m1.png
Scale bar: 100 microns.
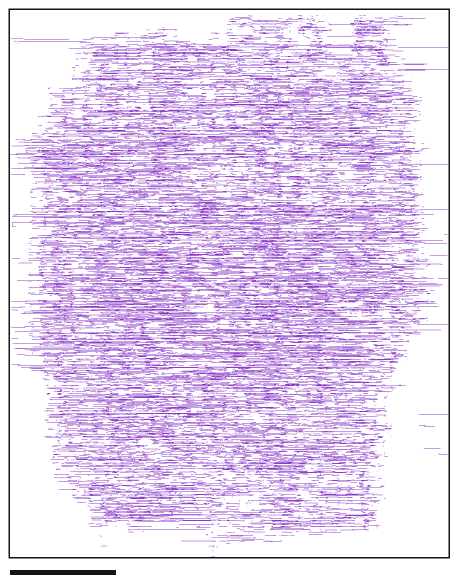
m2.png
Scale bar: 100 microns.
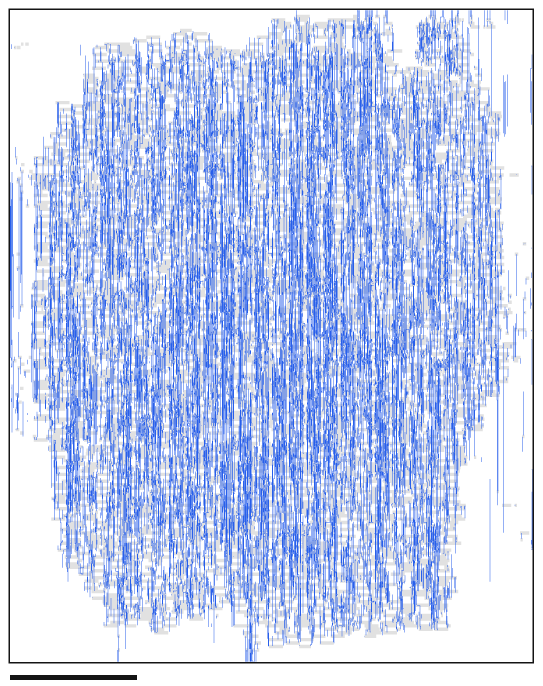
m3.png
Scale bar: 100 microns.
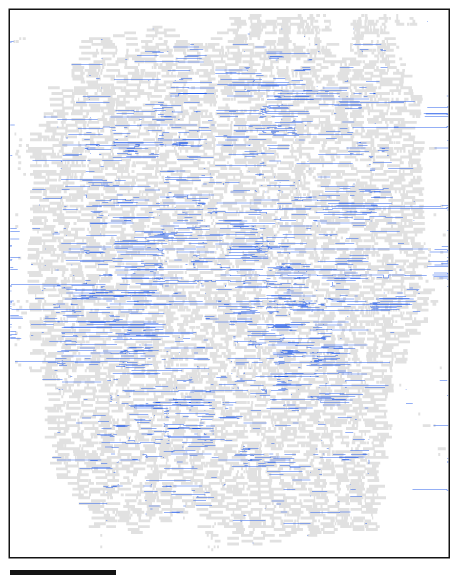
m4.png
Scale bar: 100 microns.
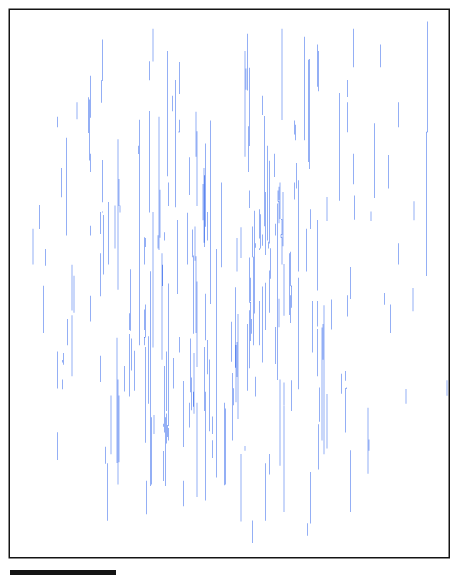
congestion_map.png
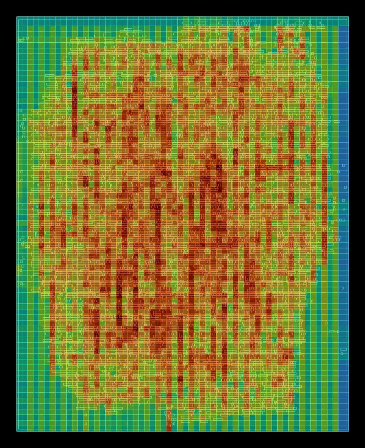
==> config.mk <==
export PLATFORM = sky130hd
export DESIGN_NAME = gt_trace_ifu
export DESIGN_NICKNAME = d
export VERILOG_FILES = /design/src/rtl/gt_ifu_pkg.sv /design/src/rtl/gt_trace_mem.sv /design/src/rtl/gt_trace_ifu.sv
export SDC_FILE = /design/constraint.sdc
export NUM_CORES = 2
export LEC_CHECK = 0
export CAP_MARGIN = 20
export CORE_ASPECT_RATIO = 1.25
export CORE_MARGIN = 2
export CORE_UTILIZATION = 40
export DETAILED_ROUTE_END_ITERATION = 8
export PLACE_DENSITY_LB_ADDON = 0.2
export SYNTH_ARGS = -nofsm -noshare
export SYNTH_HDL_FRONTEND = slang
export SYNTH_SLANG_ARGS = --single-unit
==> constraint.sdc <==
create_clock -name GCLK -period 3.78 [get_ports GCLK]
set_clock_uncertainty 0.1 [all_clocks]
set_input_delay 1.134 -clock GCLK [delete_from_list [all_inputs] [get_ports GCLK]]
set_output_delay 1.134 -clock GCLK [all_outputs]
set_load 0.1 [all_outputs]
==> src/rtl/gt_ifu_pkg.sv <==
// Shared state encoding and parameter defaults for the trace-driven fetch unit.
package gt_ifu_pkg;

  localparam int unsigned AddrWDefault = 32;
  localparam int unsigned DepthDefault = 64;
  localparam int unsigned WrapWDefault = 16;

  // Bit 0 is BUSY and bit 1 is DONE, so both outputs come straight off the state flops.
  typedef enum logic [1:0] {
    StIdle = 2'b00,
    StRun  = 2'b01,
    StDone = 2'b10
  } state_e;

endpackage

==> src/rtl/gt_trace_mem.sv <==
// Trace storage: one synchronous write port and one combinational read port, no reset.
module gt_trace_mem #(
  parameter  int unsigned ADDR_W = 32,
  parameter  int unsigned DEPTH  = 64,
  localparam int unsigned IDX_W  = $clog2(DEPTH)
) (
  input  logic              i_clk,
  input  logic              i_we,
  input  logic [IDX_W-1:0]  i_wr_idx,
  input  logic [ADDR_W-1:0] i_wr_data,
  input  logic [IDX_W-1:0]  i_rd_idx,
  output logic [ADDR_W-1:0] o_rd_data
);

  logic [ADDR_W-1:0] r_mem [DEPTH];

  always_ff @(posedge i_clk) begin
    if (i_we) r_mem[i_wr_idx] <= i_wr_data;
  end

  assign o_rd_data = r_mem[i_rd_idx];

endmodule

==> src/rtl/gt_trace_ifu.sv <==
// Replays a stored address trace to a cache with valid/ready handshaking and optional wrap.
module gt_trace_ifu
  import gt_ifu_pkg::*;
#(
  parameter  int unsigned ADDR_W = AddrWDefault,
  parameter  int unsigned DEPTH  = DepthDefault,
  parameter  int unsigned WRAP_W = WrapWDefault,
  localparam int unsigned IDX_W  = $clog2(DEPTH)
) (
  input  logic              GCLK,
  input  logic              CLEAR,
  input  logic              WR_EN,
  input  logic [IDX_W-1:0]  WR_IDX,
  input  logic [ADDR_W-1:0] WR_DATA,
  input  logic [IDX_W:0]    LEN_IN,
  input  logic              LOOP,
  input  logic              START,
  input  logic              STOP,
  input  logic              ADDR_RDY,
  output logic [ADDR_W-1:0] ADDR_OUT,
  output logic              ADDR_VLD,
  output logic [IDX_W-1:0]  IDX_OUT,
  output logic              BUSY,
  output logic              DONE,
  output logic [WRAP_W-1:0] WRAP_CNT,
  output logic              WR_ERR
);

  localparam logic [IDX_W:0] LenMax = (IDX_W+1)'(DEPTH);

  state_e            r_state, w_state_d;
  logic [IDX_W-1:0]  r_idx, w_idx_d;
  logic [IDX_W:0]    r_len, w_len_d;
  logic              r_loop, w_loop_d;
  logic [ADDR_W-1:0] r_addr, w_addr_d;
  logic              r_vld, w_vld_d;
  logic [WRAP_W-1:0] r_wrap, w_wrap_d;
  logic              r_wr_err;

  logic              w_xfer, w_last, w_mem_we;
  logic [IDX_W-1:0]  w_rd_idx;
  logic [ADDR_W-1:0] w_rd_data;

  assign w_xfer   = r_vld && ADDR_RDY;
  assign w_last   = ((IDX_W+1)'(r_idx) + (IDX_W+1)'(1)) == r_len;
  assign w_mem_we = WR_EN && (r_state != StRun);
  // Start and wrap both read entry 0; otherwise look one entry ahead.
  assign w_rd_idx = (r_state == StRun && !w_last) ? r_idx + IDX_W'(1) : '0;

  gt_trace_mem #(
    .ADDR_W (ADDR_W),
    .DEPTH  (DEPTH)
  ) u_mem (
    .i_clk     (GCLK),
    .i_we      (w_mem_we),
    .i_wr_idx  (WR_IDX),
    .i_wr_data (WR_DATA),
    .i_rd_idx  (w_rd_idx),
    .o_rd_data (w_rd_data)
  );

  always_comb begin
    w_state_d = r_state;
    w_idx_d   = r_idx;
    w_len_d   = r_len;
    w_loop_d  = r_loop;
    w_addr_d  = r_addr;
    w_vld_d   = r_vld;
    w_wrap_d  = r_wrap;
    if (STOP) begin
      w_state_d = StIdle;
      w_vld_d   = 1'b0;
    end else begin
      unique case (r_state)
        StIdle, StDone: begin
          if (START && LEN_IN != '0) begin
            w_state_d = StRun;
            w_len_d   = (LEN_IN > LenMax) ? LenMax : LEN_IN;
            w_loop_d  = LOOP;
            w_idx_d   = '0;
            w_wrap_d  = '0;
            w_addr_d  = w_rd_data;
            w_vld_d   = 1'b1;
          end
        end
        StRun: begin
          if (w_xfer) begin
            if (!w_last) begin
              w_idx_d  = r_idx + IDX_W'(1);
              w_addr_d = w_rd_data;
            end else if (r_loop) begin
              w_idx_d  = '0;
              w_addr_d = w_rd_data;
              if (r_wrap != '1) w_wrap_d = r_wrap + WRAP_W'(1);
            end else begin
              w_state_d = StDone;
              w_vld_d   = 1'b0;
            end
          end
        end
        default: w_state_d = StIdle;
      endcase
    end
  end

  always_ff @(posedge GCLK or posedge CLEAR) begin
    if (CLEAR) begin
      r_state  <= StIdle;
      r_idx    <= '0;
      r_len    <= '0;
      r_loop   <= 1'b0;
      r_addr   <= '0;
      r_vld    <= 1'b0;
      r_wrap   <= '0;
      r_wr_err <= 1'b0;
    end else begin
      r_state  <= w_state_d;
      r_idx    <= w_idx_d;
      r_len    <= w_len_d;
      r_loop   <= w_loop_d;
      r_addr   <= w_addr_d;
      r_vld    <= w_vld_d;
      r_wrap   <= w_wrap_d;
      r_wr_err <= WR_EN && (r_state == StRun);
    end
  end

  assign ADDR_OUT = r_addr;
  assign ADDR_VLD = r_vld;
  assign IDX_OUT  = r_idx;
  assign BUSY     = r_state[0];
  assign DONE     = r_state[1];
  assign WRAP_CNT = r_wrap;
  assign WR_ERR   = r_wr_err;

endmodule

==> impl_metrics.ini <==
; physical design summary
[clock_network]
cts_made_buffers = 203
cts_tree = built
cts_sinks = 2114
cts_hold_buf = 0

[route]
drt_pass1_iterations = 7
drt-initial-drc-count = 6424
num_vias = 53500

[synth]
synthCells = 5329
yosysWarnings = 0
ff_type = edfxtp_1
ys_seq_elements = 2114
synth.avg_cell_area_sq_um = 15.7
synth_nets = 5383
async_flop_share = 0.0312

[setup_path]
endpoint = ADDR_OUT[7]
path_max_fanout = 27
reg2reg_slack_ns = 0.04
cpMaxStageDelayCell = dfrtp_4
start_kind = flip-flop
crit_arrival_ns = 4.41
worst_r2r_path_depth = 11
endpoint_kind = flip-flop
reg2reg_from = IDX_OUT[0]
cpPeakStageDelay_ns = 0.52
crit_family = AND-OR/OR-AND gates

[floorplan]
rows = 187
dieHeight_microns = 515
initCoreUtil = 0.403
num_io_pins = 110

[grt]
grt_pass1_wl_microns = 395000
antenna_found_initial = 7
grt_overflow = 0

[layout]
layout_top_cells = 2,048 x edfxtp_1, 461 x o21ai_0, 417 x o22ai_1
drive_above_1_share = 0.203
fin_area_sq_um = 99400
fillers = 17800
area_growth_pct = 18.8

[power]
p_sw_uw = 18700
p_comb_frac = 0.223
seq-power_uw = 26600
power.density_nw_per_um2 = 609
clock_power_uw = 20500

[sta]
period_minus_slack_ns = 3.74
max_freq_mhz = 267

[hold_path]
hold_start = WRAP_CNT[1]
min_to = WRAP_CNT[1]

[outcome]
outcome = finished, final reports clean

[job]
drv_cap = 0

[place]
gp_congestion = 0.873
-- m1.png (at the start) --
share of all routed wire	40%
wire length on this layer	112 mm
nets with wire on the layer	5,527
longest straight run	127 microns

-- m2.png (at the start) --
share of all routed wire	49%
nets with wire on the layer	4,789
Routed WL: 282,000 microns
met2 GRT Util: 0.435

-- m3.png (at the start) --
main direction	horizontal
share of all routed wire	7.3%
wire length on this layer	20.5 mm
nets with wire on the layer	647
longest straight run	186 microns

-- m4.png (at the start) --
wire length on this layer	11,400 microns
longest straight run	215 microns
main direction	vertical

-- congestion_map.png (at the start) --
layer with the highest usage: met2
M1 GR Usage: 0.342
wire per inst: 32.6 microns
Total Routing Usage GR: 0.260

-- worst reg2reg max path, stage by stage (launching register included) --
cell and delay, ns:
dfrtp_4 0.52, ha_4 0.21, xor2_4 0.19, buf_6 0.41
and2_4 0.36, buf_4 0.19, nand2_2 0.08, buf_12 0.17
a221o_1 0.29, a31oi_1 0.40, a22oi_1 0.31, o41ai_2 0.40
-- cell usage after synthesis, drive strengths merged, types with 5 or more instances --
| cell type | number | share of area |
|---|---|---|
| a211oi | 59 | 0.0053 |
| a21oi | 281 | 0.017 |
| a221o | 21 | 0.0025 |
| a221oi | 41 | 0.0043 |
| a22oi | 33 | 0.0030 |
| a2bb2oi | 10 | 0.0010 |
| a31oi | 37 | 0.0028 |
| a32o | 7 | 0.00084 |
| a32oi | 5 | 0.00052 |
| and3 | 13 | 0.00097 |
| buf | 125 | 0.0072 |
| clkbuf | 284 | 0.013 |
| dfrtp | 66 | 0.020 |
| edfxtp | 2048 | 0.74 |
| inv | 6 | 0.00027 |
| mux2 | 171 | 0.023 |
| mux2i | 199 | 0.024 |
| mux4 | 29 | 0.0078 |
| nand2 | 150 | 0.0067 |
| nand2b | 29 | 0.0022 |
| nand3 | 93 | 0.0058 |
| nand3b | 12 | 0.0011 |
| nand4 | 36 | 0.0027 |
| nor2 | 196 | 0.0090 |
| nor2b | 10 | 0.00075 |
| nor3 | 20 | 0.0013 |
| nor4 | 7 | 0.00070 |
| o2111ai | 6 | 0.00063 |
| o211ai | 192 | 0.017 |
| o21ai | 473 | 0.028 |
| o221a | 7 | 0.00094 |
| o221ai | 39 | 0.0041 |
| o22a | 9 | 0.00094 |
| o22ai | 417 | 0.031 |
| o311a | 9 | 0.0011 |
| o311ai | 9 | 0.0012 |
| o31ai | 19 | 0.0019 |
| o32ai | 8 | 0.00084 |
| or3 | 99 | 0.0074 |
| xnor2 | 15 | 0.0016 |
| xor2 | 6 | 0.00072 |
-- sequential cells by signal (all words and copies together) (netlist names) --
register / cells
WRAP_CNT: 16
r_state: 2
u_mem.r_mem: 2048
r_loop: 1
r_len: 7
WR_ERR: 1
IDX_OUT: 6
ADDR_OUT: 32
ADDR_VLD: 1
-- final cells by class --
type / count / area share
inverters: 7 / 0.000315
well taps: 2740 / 0.0345
flip-flops and latches: 2114 / 0.636
clock buffers: 279 / 0.0557
diodes: 1 / 0.0000252
multi-input cells: 2800 / 0.196
repair buffers: 608 / 0.0670
clock inverters: 102 / 0.0113
-- cell families (layout without fill, tap and decap cells) --
kind of cell,after synthesis,after routing,share of synthesized area
XOR/XNOR,22,22,0.00256
AND/OR/NAND/NOR,680,681,0.0400
other,0,1,0
flip-flops,2114,2114,0.755
buffers and inverters,416,996,0.0203
multiplexers,399,399,0.0547
AND-OR/OR-AND,1696,1696,0.127
adder cells (fa/ha/maj),2,2,0.000299
-- routing by layer --
layer,vias to the layer above,global-route usage,wire length [microns]
met5,-,0,30
met2,2609,0.435,138000
met1,27900,0.342,112000
met3,555,0.0395,20500
li1,22400,-,-
met4,4,0.0998,11400
-- timing repair --
item / in CTS / in global routing
cloned: 0 / 2
buffers inserted: 7 / 5
endpoints found under the setup margin: 4 / 11
gates resized: 3 / 5
pin swaps: 2 / 6
